## src/rtl/motor_sched_pkg.sv

```systemverilog
// Shared types and constants for the motor start-up sequencer.
package motor_sched_pkg;

    typedef enum logic [2:0] {
        IDLE,
        START,
        XS0,
        XS1,
        XS2,
        YW,
        PASS,
        FAIL
    } state_t;

    localparam int STATS_W = 8;
    localparam logic [STATS_W-1:0] SAT_MAX = '1;

    function automatic logic isSearch(input state_t s);
        return (s == XS0) || (s == XS1) || (s == XS2);
    endfunction

endpackage

```

## src/rtl/motor_start_scheduler_rr_arbiter.sv

```systemverilog
// Combinational rotating-priority arbiter: first eligible channel at or after ptr, wrapping.
module rr_arbiter #(
    parameter int N_CH = 4,
    localparam int GW = $clog2(N_CH)
) (
    input  logic [N_CH-1:0] elig,
    input  logic [GW-1:0]   ptr,
    output logic [GW-1:0]   gnt_id,
    output logic            gnt_vld
);

    int          w_sum;
    logic [GW-1:0] w_idx;

    always_comb begin
        gnt_vld = 1'b0;
        gnt_id  = '0;
        w_sum   = 0;
        w_idx   = '0;
        for (int k = 0; k < N_CH; k++) begin
            w_sum = int'(ptr) + k;
            if (w_sum >= N_CH) begin
                w_sum = w_sum - N_CH;
            end
            w_idx = GW'(w_sum);
            if (!gnt_vld && elig[w_idx]) begin
                gnt_vld = 1'b1;
                gnt_id  = w_idx;
            end
        end
    end

endmodule

```

## src/rtl/motor_start_scheduler.sv

```systemverilog
// Start-up sequencer sharing one x/y sensor pair among N_CH motors.
// Define SCHED_STATS_EN to build saturating pass/fail counters; otherwise they read 0.
module motor_start_scheduler
    import motor_sched_pkg::*;
#(
    parameter int N_CH      = 4,
    parameter int X_TIMEOUT = 16,
    parameter int Y_WINDOW  = 2,
    localparam int GW = $clog2(N_CH)
) (
    input  logic               clk,
    input  logic               reset,
    input  logic [N_CH-1:0]    req,
    input  logic [N_CH-1:0]    clr_fault,
    input  logic               x,
    input  logic               y,
    output logic [N_CH-1:0]    f,
    output logic [N_CH-1:0]    g,
    output logic [N_CH-1:0]    fault,
    output logic               busy,
    output logic [GW-1:0]      grant_id,
    output logic [STATS_W-1:0] pass_cnt,
    output logic [STATS_W-1:0] fail_cnt
);

    localparam int TW = $clog2(X_TIMEOUT + 1);
    localparam int WW = $clog2(Y_WINDOW + 1);
    localparam logic [TW-1:0] T_LAST = TW'(X_TIMEOUT - 1);
    localparam logic [WW-1:0] W_LAST = WW'(Y_WINDOW - 1);
    localparam logic [GW-1:0] G_LAST = GW'(N_CH - 1);

    state_t          r_state, w_nextState;
    logic [GW-1:0]   r_grant, r_ptr, w_gntId, w_grantInc;
    logic            w_gntVld, w_inSeq, w_abort, w_exit;
    logic [N_CH-1:0] r_g, r_fault, w_elig, w_grantOh;
    logic [TW-1:0]   r_timer;
    logic [WW-1:0]   r_wcnt;

    assign w_elig     = req & ~r_g & ~r_fault;
    assign w_grantOh  = N_CH'(1) << r_grant;
    assign w_grantInc = (r_grant == G_LAST) ? '0 : r_grant + GW'(1);
    assign w_inSeq    = isSearch(r_state) || (r_state == START) || (r_state == YW);
    assign w_abort    = w_inSeq && !req[r_grant];
    assign w_exit     = w_abort || (r_state == PASS) || (r_state == FAIL);

    rr_arbiter #(.N_CH(N_CH)) u_arb (
        .elig    (w_elig),
        .ptr     (r_ptr),
        .gnt_id  (w_gntId),
        .gnt_vld (w_gntVld)
    );

    always_comb begin
        w_nextState = r_state;
        case (r_state)
            IDLE:    if (w_gntVld) w_nextState = START;
            START:   w_nextState = XS0;
            XS0:     w_nextState = x ? XS1 : XS0;
            XS1:     w_nextState = x ? XS1 : XS2;
            XS2:     w_nextState = x ? YW : XS0;
            YW: begin
                if (y)                    w_nextState = PASS;
                else if (r_wcnt == W_LAST) w_nextState = FAIL;
            end
            PASS:    w_nextState = IDLE;
            FAIL:    w_nextState = IDLE;
            default: w_nextState = IDLE;
        endcase
        // Reaching YW on the last search cycle still counts as success.
        if (isSearch(r_state) && r_timer == T_LAST && w_nextState != YW) begin
            w_nextState = FAIL;
        end
        if (w_abort) begin
            w_nextState = IDLE;
        end
    end

    always_ff @(posedge clk) begin
        if (reset) begin
            r_state <= IDLE;
            r_grant <= '0;
            r_ptr   <= '0;
            r_timer <= '0;
            r_wcnt  <= '0;
            r_g     <= '0;
            r_fault <= '0;
        end else begin
            r_state <= w_nextState;
            if (r_state == IDLE && w_gntVld) begin
                r_grant <= w_gntId;
            end
            if (r_state == START) begin
                r_timer <= '0;
            end else if (isSearch(r_state)) begin
                r_timer <= r_timer + TW'(1);
            end
            if (r_state != YW) begin
                r_wcnt <= '0;
            end else begin
                r_wcnt <= r_wcnt + WW'(1);
            end
            if (w_exit) begin
                r_ptr <= w_grantInc;
            end
            r_g     <= (r_g & req) | ((r_state == PASS) ? w_grantOh : '0);
            r_fault <= (r_fault & ~clr_fault) | ((r_state == FAIL) ? w_grantOh : '0);
        end
    end

    assign f        = (r_state == START) ? w_grantOh : '0;
    assign g        = r_g;
    assign fault    = r_fault;
    assign busy     = (r_state != IDLE);
    assign grant_id = (r_state != IDLE) ? r_grant : '0;

`ifdef SCHED_STATS_EN
    logic [STATS_W-1:0] r_passCnt, r_failCnt;

    always_ff @(posedge clk) begin
        if (reset) begin
            r_passCnt <= '0;
            r_failCnt <= '0;
        end else begin
            if (r_state == PASS && r_passCnt != SAT_MAX) begin
                r_passCnt <= r_passCnt + STATS_W'(1);
            end
            if (r_state == FAIL && r_failCnt != SAT_MAX) begin
                r_failCnt <= r_failCnt + STATS_W'(1);
            end
        end
    end

    assign pass_cnt = r_passCnt;
    assign fail_cnt = r_failCnt;
`else
    assign pass_cnt = '0;
    assign fail_cnt = '0;
`endif

endmodule
```

## config.mk

```make
export PLATFORM = sky130hd
export DESIGN_NAME = motor_start_scheduler
export DESIGN_NICKNAME = d
export VERILOG_FILES = /design/src/rtl/motor_sched_pkg.sv /design/src/rtl/motor_start_scheduler_rr_arbiter.sv /design/src/rtl/motor_start_scheduler.sv
export SDC_FILE = /design/constraint.sdc
export NUM_CORES = 1
export LEC_CHECK = 0
export ABC_AREA = 0
export CAP_MARGIN = 25
export CORE_ASPECT_RATIO = 2
export CORE_MARGIN = 2
export CORE_UTILIZATION = 50
export CTS_CLUSTER_SIZE = 20
export DETAILED_ROUTE_END_ITERATION = 8
export PLACE_DENSITY = 0.91
export SLEW_MARGIN = 20
export SYNTH_ARGS = -nofsm -noshare
export SYNTH_HDL_FRONTEND = slang
export SYNTH_SLANG_ARGS = --single-unit
```

## constraint.sdc

```tcl
create_clock -name clk -period 5.2 [get_ports clk]
set_input_delay 1.3 -clock clk [delete_from_list [all_inputs] [get_ports clk]]
set_output_delay 1.3 -clock clk [all_outputs]
set_load 0.01 [all_outputs]
```

==> run_results.csv, run 1 <==
group,metric,value,unit
route,drt-met1-wl,1220,um
layout,layout_top_cells,"nor2_1 (26), clkdlybuf4s50_1 (26), dfxtp_1 (22), conb_1 (16)",
route,dr.pass1.iters,4,
grt,grt_usage,0.198,
final_timing,tightest_slew,0.803,ns
cts,cts_sinks,22,
cts,cts_hold_buf,0,
grt,antenna_found_initial,0,
cts,clk_latency,0.27,ns
outcome,status,"complete, no violations",
grt,grt_pass1_wl,5150,um
pwr,switching_share,0.394,
route,dr.max_layer_used,"met4",
logic_synthesis,ys_ff,22,
logic_synthesis,synth_area,0.00141,mm^2
cts,clock-root-buffer,"clkbuf_8",
pwr,pg_clk,125,uW
route,wl_met3,120,um
placement,dp_slack,2.12,ns
grt,grt_max_degree,24,
pwr,power-top-group,"combinational cells",
logic_synthesis,synth-main-ff-cell,"dfxtp_1",
final_timing,slew_headroom,0.463,
logic_synthesis,top_area_frac,0.313,
flow_run,warning_count,29,
critical_path,reg2reg_slack,3.35,ns
logic_synthesis,edf_count,0,
layout,n_fill_cell,250,
pwr,leakage,0.649,nW
final_timing,fmax,297,MHz
floorplanning,pin_count,43,
critical_path,rr_startpoint,"r_grant[0]",
cts,cts_tree,"yes",
pwr,power_density,390,mW/mm^2
floorplanning,fp_util,0.521,
cts,ctsResizeCount,0,
cts,cts_buffers,3,
critical_path,r2r_cells,4,
final_timing,finalCritPeriodShare,0.647,
pwr,p_int,391,uW
layout,fin_util,0.612,
pwr,seq_power,247,uW
logic_synthesis,ys_types,46,
logic_synthesis,synth_cells,168,
critical_path,cp.arrival,2.07,ns
floorplanning,chip_area,0.00328,mm^2
pwr,p_total,645,uW
pwr,power_frac_comb,0.424,
cts,postCtsSetupBuffers,0,
hold_path,hold_depth,1,
pwr,p_comb,274,uW
logic_synthesis,yosys_warnings,0,
final_timing,setup_violations,0,
logic_synthesis,synth_chip_area,0.00141,mm^2
hold_path,hp-start,"r_wcnt[0]",
final_timing,rsz0062_at_grt,"false",
pwr,netSwitchingPower,254,uW
route,wl_per_cell,14.2,um
floorplanning,rows,27,
==> run 1: cell families after synthesis <==
kind of cell	after synthesis	share of synthesized area
other cells	1	0.00266
flops	22	0.313
xor+xnor	1	0.00622
simple gates	67	0.251
fa+ha+maj	9	0.0764
mux	3	0.0311
buf+inv	32	0.139
compound gates	33	0.180
==> run 1: worst max-delay path by stage <==
| stage | from | to | slack, ns |
|---|---|---|---|
| 6_report | r_state[0] | f[1] | 1.83 |
| 5_1_grt | r_state[0] | f[1] | 1.71 |
| 4_1_cts | r_state[0] | f[1] | 1.86 |
| 3_5_place_dp | req[3] | r_ptr[0] | 2.12 |
| 3_3_place_gp | req[3] | r_ptr[0] | 2.14 |
| 2_1_floorplan | req[3] | r_ptr[0] | 2.66 |
==> run 1: cells in the mapped netlist (2+ instances only) <==
| library cell | n |
|---|---|
| nor2_1 | 26 |
| dfxtp_1 | 22 |
| buf_4 | 16 |
| a21oi_1 | 8 |
| inv_1 | 8 |
| ha_1 | 7 |
| a22oi_1 | 6 |
| and2_1 | 6 |
| nor3_1 | 6 |
| nor2b_1 | 5 |
| nor3b_1 | 4 |
| nor4_1 | 4 |
| o21ai_0 | 4 |
| or3b_1 | 4 |
| a311oi_1 | 3 |
| nand2_1 | 3 |
| and3_1 | 2 |
| buf_1 | 2 |
| buf_6 | 2 |
| clkbuf_1 | 2 |
| maj3_1 | 2 |
| nand2b_1 | 2 |
==> run 1: critical path, cell delays in order (launching register included) <==
cell and delay [ns]:
dfxtp_1 0.50, inv_1 0.17, nor3_1 0.39, and2_1 0.21, clkdlybuf4s50_1 0.53
==> run 1: area by class of cell <==
type                       count  area [um^2]  area share
multi-input combinational    129          828       0.501
sequential                    22          440       0.266
timing repair buffer          26          260       0.157
clock buffer                   4         55.1      0.0333
tap                           29         36.3      0.0219
inverter                       9         33.8      0.0204
### Signal wires on met2, run 1

The bar under the picture is 10 um long.
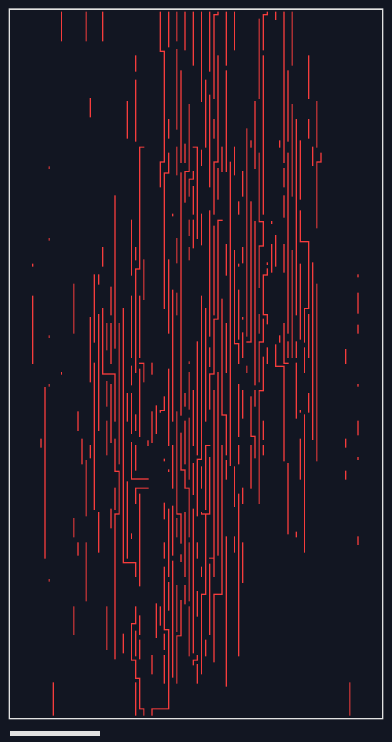
- share of all routed wire: 54%
- longest straight run: 33.8 um
- wire length on this layer: 1690 um
- nets with wire on the layer: 177
- main direction: vertical

### Metal 1, run 1

Cells faint in the background.
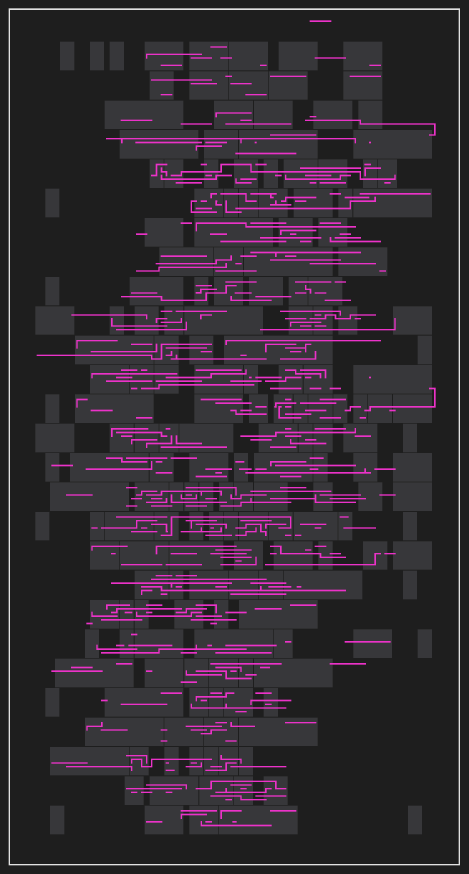
- share of all routed wire: 39%
- nets with wire on the layer: 170
- longest straight run: 23.0 um
- wire length on this layer: 1220 um
- main direction: horizontal
via count: 1230
M1 GR Usage: 0.229
final wirelength: 3120 um

### The metal 3 layer, run 1

The bar under the picture is 10 um long.
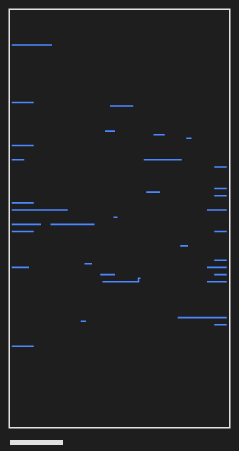
- main direction: horizontal
- wire length on this layer: 120 um
- share of all routed wire: 3.9%
GR Util met3: 0.0205

==> inputs of run 2 (changes only) <==
- CORE_UTILIZATION: 50 -> 42
- PLACE_DENSITY: 0.91 -> 0.82
- clock period: 5.2 -> 3 ns (I/O delays scaled with it)
==> run_results.csv, run 2 <==
group,metric,value,unit
route,wl_met3,113,um
cts,ctsResizeCount,0,
hold_path,hold_depth,1,
grt,use_met1,0.221,
placement,dp_slack,0.447,ns
logic_synthesis,top_area_frac,0.313,
grt,grt_usage,0.176,
final_timing,rsz0062_at_grt,"false",
critical_path,critPathRequiredTime,2.25,ns
critical_path,reg2reg_slack,1.18,ns
route,drt-met1-wl,1230,um
floorplanning,rows,29,
pwr,leakage,0.654,nW
logic_synthesis,ys_ff,22,
critical_path,cp.arrival,2.08,ns
final_timing,setup_violations,0,
grt,antenna_found_initial,0,
cts,htree_num_levels,1,
route,wl_per_cell,13.8,um
layout,fin_cells,222,
critical_path,rr_startpoint,"r_grant[0]",
layout,area_delta_synth_final,18.1,%
grt,grt_max_degree,15,
cts,postCtsSetupBuffers,0,
logic_synthesis,edf_count,0,
grt,grt_most_used_layer,"met2",
logic_synthesis,synth-main-ff-cell,"dfxtp_1",
hold_path,worst_hold_path.endpoint,"r_wcnt[0]",
logic_synthesis,synth_area,0.00141,mm^2
cts,cts_sinks,22,
layout,layout_top_cells,"nor2_1 (26), clkdlybuf4s50_1 (26), dfxtp_1 (22), conb_1 (16)",
floorplanning,fp_util,0.441,
pwr,power_density,661,mW/mm^2
hold_path,hp-start,"r_wcnt[0]",
floorplanning,chip_area,0.00386,mm^2
cts,cts_hold_buf,0,
logic_synthesis,yosys_warnings,0,
outcome,status,"complete, no violations",
logic_synthesis,most_common_cell,"nor2_1",
cts,cts_buffers,3,
route,dr.max_layer_used,"met4",
final_timing,tns,0,ns
logic_synthesis,synth_cells,168,
cts,clk_latency,0.26,ns
logic_synthesis,synthTopCellsByCount,"nor2_1 (26), dfxtp_1 (22), buf_4 (16)",
final_timing,finalCritPeriodShare,0.943,
logic_synthesis,ys_types,46,
cts,cts_tree,"yes",
final_timing,skew,0.00183,ns
cts,clock_path_buffers,2,
route,dr.pass1.iters,4,
final_timing,hold_viol,0,
cts,clock-root-buffer,"clkbuf_8",
logic_synthesis,synth_area_per_cell,8.39,um^2
flow_run,warning_count,29,
logic_synthesis,synth_chip_area,0.00141,mm^2
critical_path,r2r_cells,4,
floorplanning,pin_count,43,
final_timing,fmax,354,MHz
grt,grt_pass1_wl,5200,um
cts,cts.clk_slew.worst_paths,0.07,ns
route,drtIter0Drc,24,
grt,grt_util_met2,0.292,
grt,grt_util_met3,0.0168,
==> run 2: cell types whose count changed in the layout (fill, tap and decap cells not counted) <==
cell | before | now
buf_4 | 0 | 1
==> run 2: cell families (layout without fill, tap and decap cells) <==
group / Yosys count / count (layout) / synth area share
simple gates: 67 / 67 / 0.251
compound gates: 33 / 33 / 0.180
buf+inv: 32 / 40 / 0.139
flops: 22 / 22 / 0.313
fa+ha+maj: 9 / 9 / 0.0764
mux: 3 / 3 / 0.0311
other cells: 1 / 16 / 0.00266
xor+xnor: 1 / 1 / 0.00622
==> run 2: how the worst max path moves through the flow <==
stage          startpoint       end  cells after the start
6_report       r_state[0]      f[1]                      4
5_1_grt        r_state[0]      f[2]                      4
4_1_cts        r_state[0]      f[1]                      4
3_5_place_dp   r_state[0]      f[1]                      4
3_3_place_gp       req[3]  r_ptr[0]                      5
2_1_floorplan      req[3]  r_ptr[0]                      4
==> run 2: power breakdown <==
group          internal, mW  total, mW  switching, mW
logic                 0.222      0.468          0.246
registers             0.337      0.426         0.0888
clock network         0.117      0.207         0.0901
==> run 2: cell type report <==
type	count	area (um^2)
Clock buffer	4	55.1
Fill cell	317	1530
Inverter	9	33.8
Multi-Input combinational cell	129	828
Sequential cell	22	440
Tap cell	31	38.8
Timing Repair Buffer	27	268
==> run 2: stage by stage <==
stage          total power, mW  utilization  hold slack [ns]  cell area, um^2
5_1_grt                   1.19        0.521            0.466             1660
4_1_cts                   1.11        0.521            0.439             1660
3_3_place_gp             0.888        0.504            0.418             1610
6_report                  1.10        0.521            0.435             1660
3_5_place_dp             0.900        0.504            0.428             1610
2_1_floorplan            0.784            -            0.408             1470
==> run 2: worst max-delay path, cell delays in order, from the launching register on <==
cell and delay (ns):
dfxtp_1 0.50, inv_1 0.17, nor3_1 0.41, and2_1 0.19, clkdlybuf4s50_1 0.54
### Signal metal coverage by tile, run 2

The bar under the picture is 10 um long. 9 x 17 tiles, from dark purple (low) to yellow (high), scaled to the fullest tile. Values are wire area over tile area, all layers added.
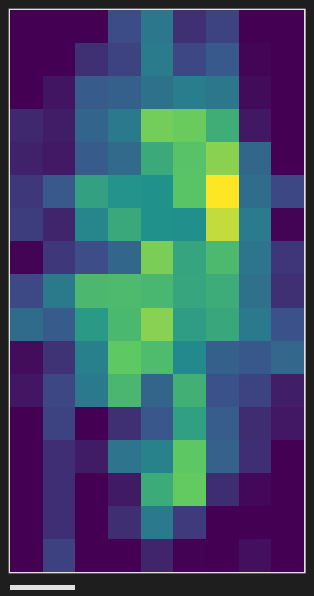
- tiles over half the peak: 22%
- nearly empty tiles: 22%
- densest ninth of the die: middle
- mean over tiles: 0.12
- emptiest ninth of the die: bottom left
- fullest tile: 0.43
final wirelength: 3050 um
via count: 1205

### Metal 1, run 2

Cells faint in the background.
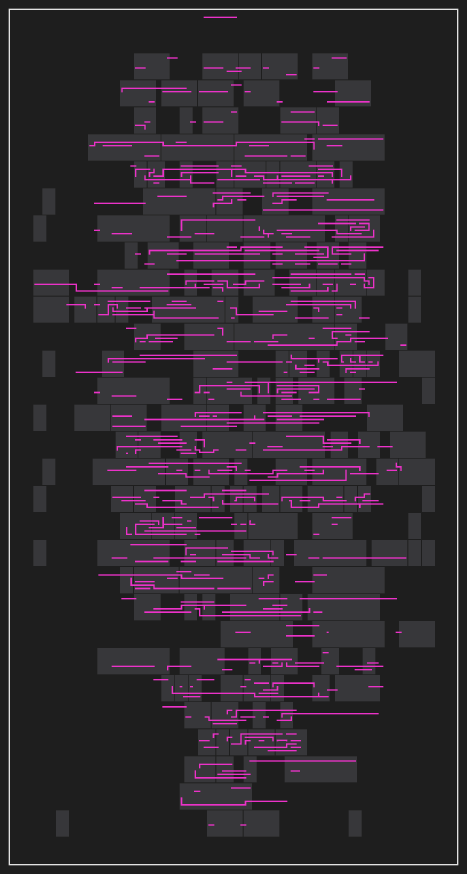
- main direction: horizontal
- nets with wire on the layer: 173
- share of all routed wire: 40%
- longest straight run: 18.9 um

==> inputs of run 3 (changes only) <==
- clock period: 3 -> 2.4 ns (I/O delays scaled with it)
### Signal wires on met2, run 3

The bar under the picture is 10 um long.
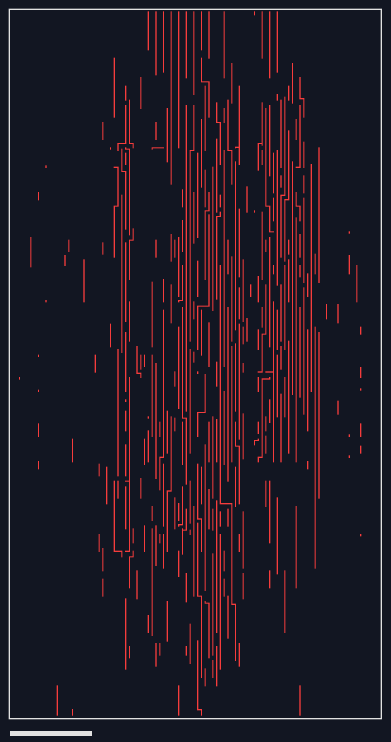
- main direction: vertical
- share of all routed wire: 55%
via count: 1275
met2 Use GR: 0.331
final wirelength: 3310 um

==> run_results.csv, run 3 <==
group,metric,value,unit
outcome,status,"complete, no violations",
critical_path,critPathLaunch,"r_grant[1]",
final_timing,tns,0,ns
logic_synthesis,ys_ff,22,
route,drtIter0Drc,41,
floorplanning,chip_area,0.00386,mm^2
critical_path,crit_family,"buffers and inverters",
layout,layout_top_cells,"nor2_1 (26), clkdlybuf4s50_1 (24), dfxtp_1 (21), conb_1 (16)",
logic_synthesis,synth_cells,168,
critical_path,crit_path_cell_trace,"inv_1, ha_1, and2_1, clkdlybuf4s50_1",
critical_path,endpoint,"f[1]",
critical_path,critPathRequiredTime,1.80,ns
grt,grt_max_degree,13,
logic_synthesis,most_common_cell,"nor2_1",
pwr,leakage,0.726,nW
logic_synthesis,yosys_warnings,0,
critical_path,crit_cells,4,
floorplanning,pin_count,43,
critical_path,max_stage_delay,0.48,ns
grt,antenna_found_initial,0,
route,drt-met1-wl,1270,um
cts,clock_path_buffers,2,
final_timing,rsz0062_at_grt,"false",
grt,grt_util_met3,0.0232,
layout,area_delta_synth_final,23.4,%
logic_synthesis,synth_chip_area,0.00141,mm^2
final_timing,finalCritPeriodShare,0.960,
final_timing,hold_viol,0,
grt,grt_usage,0.194,
grt,use_met1,0.222,
route,dr.pass1.iters,4,
route,dr.max_layer_used,"met4",
final_timing,setup_violations,0,
logic_synthesis,synth_area_per_cell,8.39,um^2
route,wl_per_cell,14.5,um
route,wl_met3,130,um
floorplanning,rows,29,
critical_path,cp.arrival,1.70,ns
grt,grt_most_used_layer,"met2",
placement,placed_area,0.00166,mm^2
logic_synthesis,top_area_frac,0.313,
final_timing,skew,0.00166,ns
floorplanning,fp_util,0.441,
cts,cts_sinks,22,
cts,cts.clk_slew.worst_paths,0.08,ns
cts,cts_tree,"yes",
layout,n_fill_cell,284,
critical_path,path_buffers,2,
critical_path,reg2reg_slack,0.63,ns
cts,clock-root-buffer,"clkbuf_8",
critical_path,rr_startpoint,"r_grant[0]",
critical_path,cpMaxStageDelayCell,"clkdlybuf4s50_1",
### Clock wiring as the flow saved it, run 3

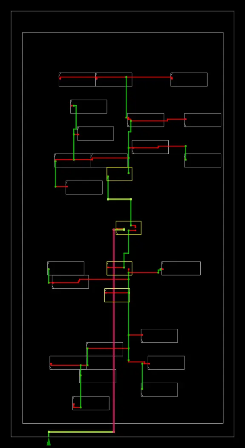
Flops: 22
clkbuf count: 4
Power Clock: 265 uW
Latency at later pin: 0.26 ns

## run 3: cell counts after synthesis
No cell type changed its count.
## run 3: worst min path at each step
stage | startpoint | endpoint | slack [ns] | cells after the start
floorplan | r_wcnt[0] | r_wcnt[0] | 0.41 | 1
global placement | r_wcnt[0] | r_wcnt[0] | 0.42 | 1
detailed placement | r_wcnt[0] | r_wcnt[0] | 0.43 | 1
CTS | r_wcnt[0] | r_wcnt[0] | 0.44 | 1
global route | r_wcnt[0] | r_wcnt[0] | 0.47 | 1
finish | r_wcnt[0] | r_wcnt[0] | 0.43 | 1
## run 3: final cells by class
class                      instances  area (um^2)  share of cell area
clock buffer                       4         55.1              0.0317
multi-input combinational        129          845               0.486
inverter                           9         33.8              0.0194
tap                               31         38.8              0.0223
timing repair buffer              34          325               0.187
sequential                        22          442               0.254
## run 3: power breakdown
group | internal [mW] | switching, mW
Sequential | 0.422 | 0.0912
Combinational | 0.353 | 0.363
Clock | 0.146 | 0.118
Total | 0.922 | 0.572
## run 3: cells by family after synthesis
logic type / Yosys count / synth area share
mux: 3 / 0.0311
fa+ha+maj: 9 / 0.0764
other cells: 1 / 0.00266
simple gates: 67 / 0.251
flops: 22 / 0.313
buf+inv: 32 / 0.139
xor+xnor: 1 / 0.00622
compound gates: 33 / 0.180
## run 3: stage by stage
step	cells	hold WS [ns]	total power, mW	utilization	setup slack, ns
after floorplan	183	0.408	0.980	-	0.563
after global placement	225	0.417	1.19	0.520	0.0466
after detailed placement	225	0.427	1.20	0.520	0.0224
after CTS	229	0.439	1.48	0.541	0.0119
after global routing	229	0.472	1.61	0.545	0.0215
final	229	0.434	1.49	0.545	0.0960
Power figures rest on the tool's default switching activity, not on a simulated workload.
